### src/rtl/core_bus_bridge_pkg.sv
// rtl/core_bus_bridge_pkg.sv - shared bus types and constants for core_bus_bridge
package core_bus_bridge_pkg;

  typedef logic [2:0]  msize_t;
  typedef logic [3:0]  mlen_t;
  typedef logic [1:0]  axi_burst_t;
  typedef logic [31:0] addr_t;
  typedef logic [7:0]  strobe_t;
  typedef logic [1:0]  bridge_state_t;

  localparam msize_t MSIZE1 = 3'd0;
  localparam msize_t MSIZE2 = 3'd1;
  localparam msize_t MSIZE4 = 3'd2;
  localparam msize_t MSIZE8 = 3'd3;

  localparam mlen_t MLEN1 = 4'd0;

  localparam axi_burst_t AXI_BURST_FIXED = 2'd0;

  localparam bridge_state_t IDLE  = 2'd0;
  localparam bridge_state_t ISSUE = 2'd1;
  localparam bridge_state_t DONE  = 2'd2;

  // Port identifiers used by the arbiter and the response steering.
  localparam logic SEL_IBUS = 1'b0;
  localparam logic SEL_DBUS = 1'b1;

  typedef struct packed {
    logic  valid;
    addr_t addr;
  } ibus_req_t;

  typedef struct packed {
    logic        addr_ok;
    logic        data_ok;
    logic [31:0] data;
  } ibus_resp_t;

  typedef struct packed {
    logic        valid;
    addr_t       addr;
    msize_t      size;
    strobe_t     strobe;
    logic [63:0] data;
  } dbus_req_t;

  typedef struct packed {
    logic        addr_ok;
    logic        data_ok;
    logic [63:0] data;
  } dbus_resp_t;

  typedef struct packed {
    logic        valid;
    logic        is_write;
    msize_t      size;
    addr_t       addr;
    strobe_t     strobe;
    logic [63:0] data;
    mlen_t       len;
    axi_burst_t  burst;
  } cbus_req_t;

  typedef struct packed {
    logic        ready;
    logic        last;
    logic [63:0] data;
  } cbus_resp_t;

  // Instruction fetches are 32-bit: address bit 2 selects the half of the 64-bit beat.
  function automatic logic [31:0] pick_word(input logic [63:0] beat, input logic hi);
    return hi ? beat[63:32] : beat[31:0];
  endfunction

endpackage

### src/rtl/core_bus_bridge_arb.sv
// rtl/core_bus_bridge_arb.sv - two-way round-robin arbiter between ibus and dbus
module rr_arbiter2
  import core_bus_bridge_pkg::*;
(
  input  logic       clk,
  input  logic       reset,
  input  logic [1:0] i_req,
  input  logic       i_update,
  output logic       o_grant
);

  logic r_last;

  // A lone requester always wins; on a tie the port that did not win the last tie goes.
  always_comb begin
    if (i_req == 2'b11) begin
      o_grant = ~r_last;
    end else begin
      o_grant = i_req[1];
    end
  end

  // Only ties move the round-robin pointer; ibus is treated as the previous winner after reset.
  always_ff @(posedge clk or negedge reset) begin
    if (!reset) begin
      r_last <= SEL_IBUS;
    end else if (i_update && (&i_req)) begin
      r_last <= o_grant;
    end
  end

endmodule

### src/rtl/core_bus_bridge.sv
// rtl/core_bus_bridge.sv - single-outstanding bridge from core ibus/dbus to cbus
module core_bus_bridge
  import core_bus_bridge_pkg::*;
(
  input  logic       clk,
  input  logic       reset,
  input  ibus_req_t  ireq,
  output ibus_resp_t iresp,
  input  dbus_req_t  dreq,
  output dbus_resp_t dresp,
  output cbus_req_t  creq,
  input  cbus_resp_t cresp
);

  bridge_state_t r_state;
  cbus_req_t     r_req;
  logic          r_sel;
  logic [63:0]   r_data;

  logic      w_idle;
  logic      w_any;
  logic      w_grant;
  cbus_req_t w_next_req;

  assign w_idle = (r_state == IDLE);
  assign w_any  = ireq.valid | dreq.valid;

  rr_arbiter2 u_arb (
    .clk      (clk),
    .reset    (reset),
    .i_req    ({dreq.valid, ireq.valid}),
    .i_update (w_idle & w_any),
    .o_grant  (w_grant)
  );

  // Shape the winning request into a single-beat cbus transaction ready to be latched.
  always_comb begin
    w_next_req       = '0;
    w_next_req.valid = 1'b1;
    w_next_req.len   = MLEN1;
    w_next_req.burst = AXI_BURST_FIXED;
    if (w_grant == SEL_DBUS) begin
      w_next_req.is_write = |dreq.strobe;
      w_next_req.size     = dreq.size;
      w_next_req.addr     = dreq.addr;
      w_next_req.strobe   = dreq.strobe;
      w_next_req.data     = dreq.data;
    end else begin
      w_next_req.size = MSIZE4;
      w_next_req.addr = ireq.addr;
    end
  end

  // IDLE latches one request, ISSUE waits for the final beat, DONE returns the response.
  always_ff @(posedge clk or negedge reset) begin
    if (!reset) begin
      r_state <= IDLE;
      r_req   <= '0;
      r_sel   <= SEL_IBUS;
      r_data  <= '0;
    end else begin
      case (r_state)
        IDLE: begin
          if (w_any) begin
            r_req   <= w_next_req;
            r_sel   <= w_grant;
            r_state <= ISSUE;
          end
        end
        ISSUE: begin
          if (cresp.ready && cresp.last) begin
            r_data  <= cresp.data;
            r_state <= DONE;
          end
        end
        DONE: begin
          r_state <= IDLE;
        end
        default: begin
          r_state <= IDLE;
        end
      endcase
    end
  end

  // cbus is driven only while issuing; a requester that let go of valid gets no pulse.
  always_comb begin
    creq  = '0;
    iresp = '0;
    dresp = '0;
    if (r_state == ISSUE) begin
      creq = r_req;
    end
    if (r_state == DONE) begin
      if (r_sel == SEL_DBUS) begin
        dresp.addr_ok = dreq.valid;
        dresp.data_ok = dreq.valid;
        dresp.data    = r_data;
      end else begin
        iresp.addr_ok = ireq.valid;
        iresp.data_ok = ireq.valid;
        iresp.data    = pick_word(r_data, r_req.addr[2]);
      end
    end
  end

endmodule

### config.mk
export PLATFORM = sky130hd
export DESIGN_NAME = core_bus_bridge
export DESIGN_NICKNAME = d
export VERILOG_FILES = /design/src/rtl/core_bus_bridge_pkg.sv /design/src/rtl/core_bus_bridge_arb.sv /design/src/rtl/core_bus_bridge.sv
export SDC_FILE = /design/constraint.sdc
export NUM_CORES = 1
export LEC_CHECK = 0
export CAP_MARGIN = 40
export CORE_AREA = 2 2 166 168
export CTS_BUF_LIST = sky130_fd_sc_hd__clkbuf_16
export CTS_CLUSTER_DIAMETER = 80
export DETAILED_ROUTE_END_ITERATION = 12
export DIE_AREA = 0 0 168 170
export HOLD_SLACK_MARGIN = 0.05
export PLACE_DENSITY_LB_ADDON = 0.05
export SYNTH_ARGS = -nofsm -noshare
export SYNTH_HDL_FRONTEND = slang
export SYNTH_SLANG_ARGS = --single-unit
### constraint.sdc
create_clock -name clk -period 3.3 [get_ports clk]
set_clock_uncertainty 0.05 [all_clocks]
set_input_delay 0.495 -clock clk [delete_from_list [all_inputs] [get_ports clk]]
set_output_delay 0.495 -clock clk [all_outputs]
set_load 0.03 [all_outputs]
**Clock routing**

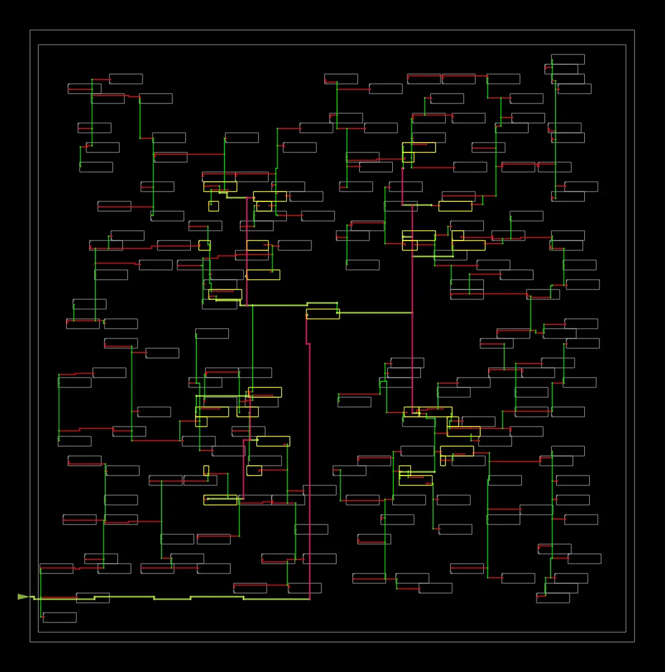
clk_buf instances: 17
power in the clock group: 1970 uW
FF+latch count: 177
Inserted Clock Buffers: 17

**Metal 1**

Supply wires on this layer in grey.
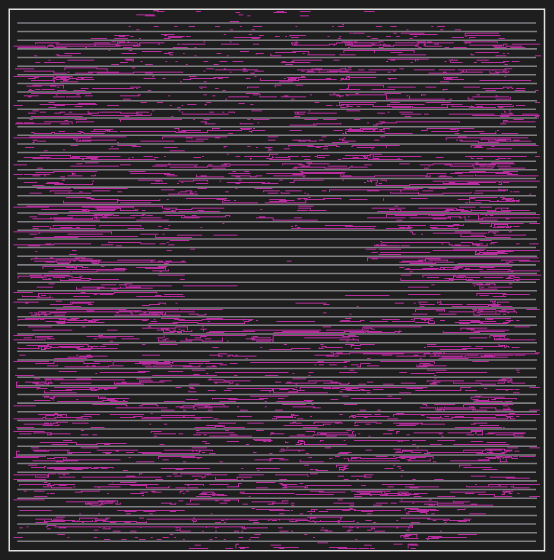
1150 nets have wire on it. The wires run mostly horizontal.
total routed wirelength: 28000 um
met1 Resource Use GR: 0.227
count of vias placed by the detailed router: 6865

**Sequential cells coloured by netlist name**

Other sequential cells in the stronger grey, the rest of the logic in the fainter grey.
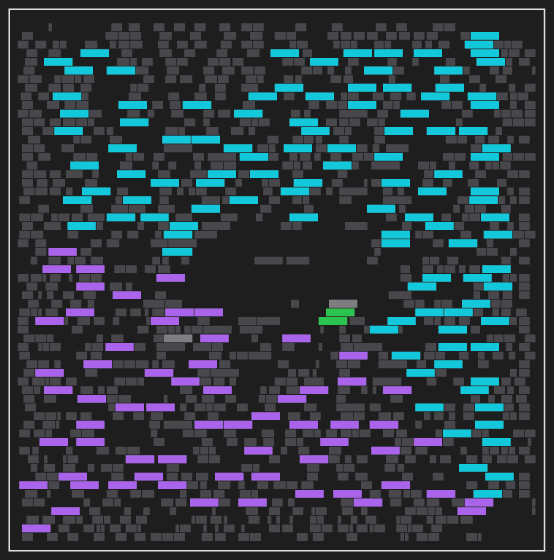
Key: purple = r_data [sequential cells 64]; cyan = r_req [sequential cells 109]; green = r_state [sequential cells 2]
Another 2 sequential cells are not coloured.
flip-flop and latch power: 3680 uW
share of cell area taken by flip-flops and latches: 0.323
share of the core filled with cells in the final layout: 0.515
Flop area: 4430 um2

==> PnR_summary.wiki <==
== Flow metrics ==
{| class="wikitable"
! Metric !! Value
|-
| Run status || completed
|-
| Timing endpoint of the critical path || iresp[33]
|-
| Total routed wire length on the met1 layer || 11400 um
|-
| Critical path start-end classification || reg2out
|-
| Leading register cell type out of synthesis || sky130_fd_sc_hd__dfrtp_1
|-
| # Max-Cap Violations || 0
|-
| Number of enable-type register cells in the synthesized netlist || 0
|-
| Category of the worst setup path capture point || primary output
|-
| Main logic family || multiplexers
|-
| Area after DPL || 13100 um2
|-
| Setup Slack @ Placement || 0.575 ns
|-
| Routed wire length on met3 || between 2000 and 2500 um
|-
| Crit. Startpoint || r_state[1]
|-
| Critical path cell sequence || or3b_2 -> nor2_1 -> clkdlybuf4s50_1
|-
| Minimum clock period after layout || around 3.2 ns
|-
| Total setup buffers inserted after CTS || 0
|-
| Endpoint of the lowest-slack register-to-register path || r_data[32]
|-
| AO/OA Area Share || 0.0798
|-
| Area taken by multi-input logic gates || 3870 um2
|-
| FP Rows || 60
|-
| Number of search-and-repair iterations in the first detailed-routing pass || 4
|-
| Combinational share of power || 0.492
|-
| Yosys Chip Area || 8630 um2
|-
| Total power divided by cell area || between 800 and 900 nW/um2
|-
| Clk slew on worst S/H paths || 0.07 ns
|-
| Longest individual stage delay on the worst path || 0.78 ns
|-
| Static power due to leakage || 0.00580 uW
|-
| Post-synth design cell area || 8630 um2
|-
| Post-synth cell types || 27
|-
| GRT Max-Usage Layer || met2
|-
| Number of fillers in the final layout || 2476
|-
| XOR/XNOR Area Share || 0.00102
|-
| Clk Latency, worst-skew pair || 0.42 ns
|-
| Part of the power in registers || 0.331
|-
| TritonCTS clock tree || yes
|-
| Hpwl dp || 20300 um
|-
| Cell with the largest stage delay on the worst path || sky130_fd_sc_hd__or3b_2
|-
| Final tally of max-slew violations || 0
|-
| Total met2 wirelength after detailed routing || 14000 um
|-
| Fraction of post-synthesis cell area in the top cell type by area || 0.513
|-
| Instance count of the mapped netlist || 710
|-
| Global-route usage over all layers || 0.192
|-
| Fraction of registers with async set/reset || 1.00
|-
| # nets final || around 1300
|-
| Iteration-0 DRC Markers || about 340
|-
| Largest fanout of any net on the critical path || 33
|-
| Part of the total power dissipated in the clock network || 0.177
|-
| Yosys stat cell total || 710
|-
| Psw || 4310 uW
|-
| Hold path depth || 1
|-
| Timing-limited maximum frequency || 315 MHz
|-
| Fraction of final layout cells with drive strength greater than 1 || 0.162
|-
| Worst reg-to-reg path cell count || 5
|-
| Mean instance size in the synthesized netlist || 12.2 um2
|-
| Global-route wire length before repair || 41900 um
|-
| Clock tree sinks || 177
|-
| Required time at the endpoint of the critical path || 2.75 ns
|-
| Synth Area in Simple Gates || 0.152
|-
| Adders+Majority by Area || 0
|-
| Met2 usage || 0.334
|-
| Yosys reg bits || 177
|-
| Initial cell density of the core || 0.324
|-
| Layout overhead on the synthesized area || 58.9%
|-
| Number of antenna violations at the first check in global routing || 2
|-
| Logic depth of the worst path, buffers included || 3
|-
| Most common cell in the synthesized netlist || sky130_fd_sc_hd__dfrtp_1
|-
| H-tree depth || 4
|-
| Min setup slack post-route || between 0.1 and 0.15 ns
|-
| Total buffers and inverters traversed by the critical path || 1
|-
| Data arrival time of the critical path || 2.63 ns
|-
| Reg-to-Reg Start || r_state[1]
|-
| Hold path endpoint || r_req[114]
|-
| Overall die area || 28600 um2
|-
| Setup tns final || 0 ns
|-
| Category of the worst setup path launch point || flop
|-
| Total non-filler cell area in the finished layout || between 10000 and 15000 um2
|-
| Placed cell count || 1422
|-
| Final routed DRC violation total || 0
|-
| Vias in the first global route || 7005
|-
| Total global routing overflow || 0
|-
| Setup repair after global routing missed its margin || false
|-
| Top cells by area, synth || sky130_fd_sc_hd__dfrtp_1 51%, sky130_fd_sc_hd__mux2_2 15%, sky130_fd_sc_hd__and2_1 13%
|-
| Final setup violation count || 0
|-
| Worst slew pin tran || 0.731 ns
|-
| Max-slew headroom at the worst pin || 0.513
|-
| CTS Buffer Depth || 2
|-
| Internal Dissipation || approximately 6800 uW
|-
| Post-synth top cells || 177 x sky130_fd_sc_hd__dfrtp_1, 175 x sky130_fd_sc_hd__and2_1, 117 x sky130_fd_sc_hd__mux2_2
|-
| Mux cell area share after synthesis || 0.209
|}
**PDN straps and rails**

Pins as bars on the die edge.
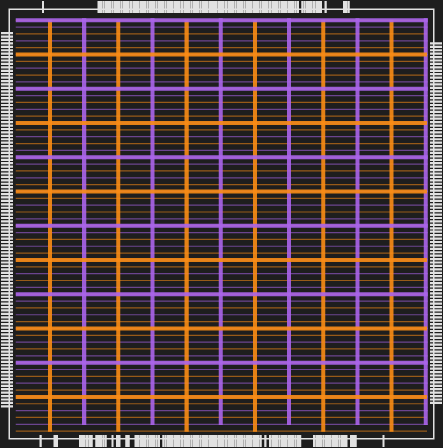
Key: orange = VSS; purple = VDD
12 straps on met4. 424 signal pins sit on the boundary. The core has 60 rows. 12 straps on met5.
chip height: 170 um
IR Drop Worst-Case VDD: 0.343 mV
overall die width: 168 um
core area: 26700 um2

**Selected gate families**

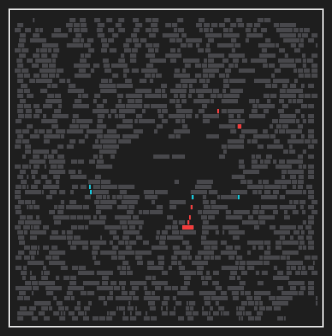
Key: cyan = inv cells [cells 4, most used inv_1]; red = nand cells [cells 6, most used nand2_1]
multi-input gate share of total cell area: 0.282
Top cell excl fill/tap: sky130_fd_sc_hd__clkdlybuf4s50_1
Non-Filler Instances: 1458

## registers in the layout, summed over array words and instances, names as in the netlist
signal,flops
r_sel,1
r_req,109
u_arb.r_last,1
r_data,64
r_state,2
## final cells by class
type | instances | area share
repair buffers | 432 | 0.320
well taps | 341 | 0.0311
inverters | 4 | 0.00109
clock buffers | 17 | 0.0310
clock inverters | 15 | 0.0106
flip-flops and latches | 177 | 0.323
diodes | 3 | 0.000547
multi-input cells | 469 | 0.282
## power groups by stage
stage | combinational, uW | clock (uW) | sequential [uW]
after global placement | 5550 | 0 | 3690
after detailed placement | 5550 | 0 | 3710
after CTS | 5570 | 2040 | 3680
after global routing | 5830 | 2130 | 3810
final | 5470 | 1970 | 3680
after floorplan | 3560 | 0 | 3510
Power figures rest on the tool's default switching activity, not on a simulated workload.
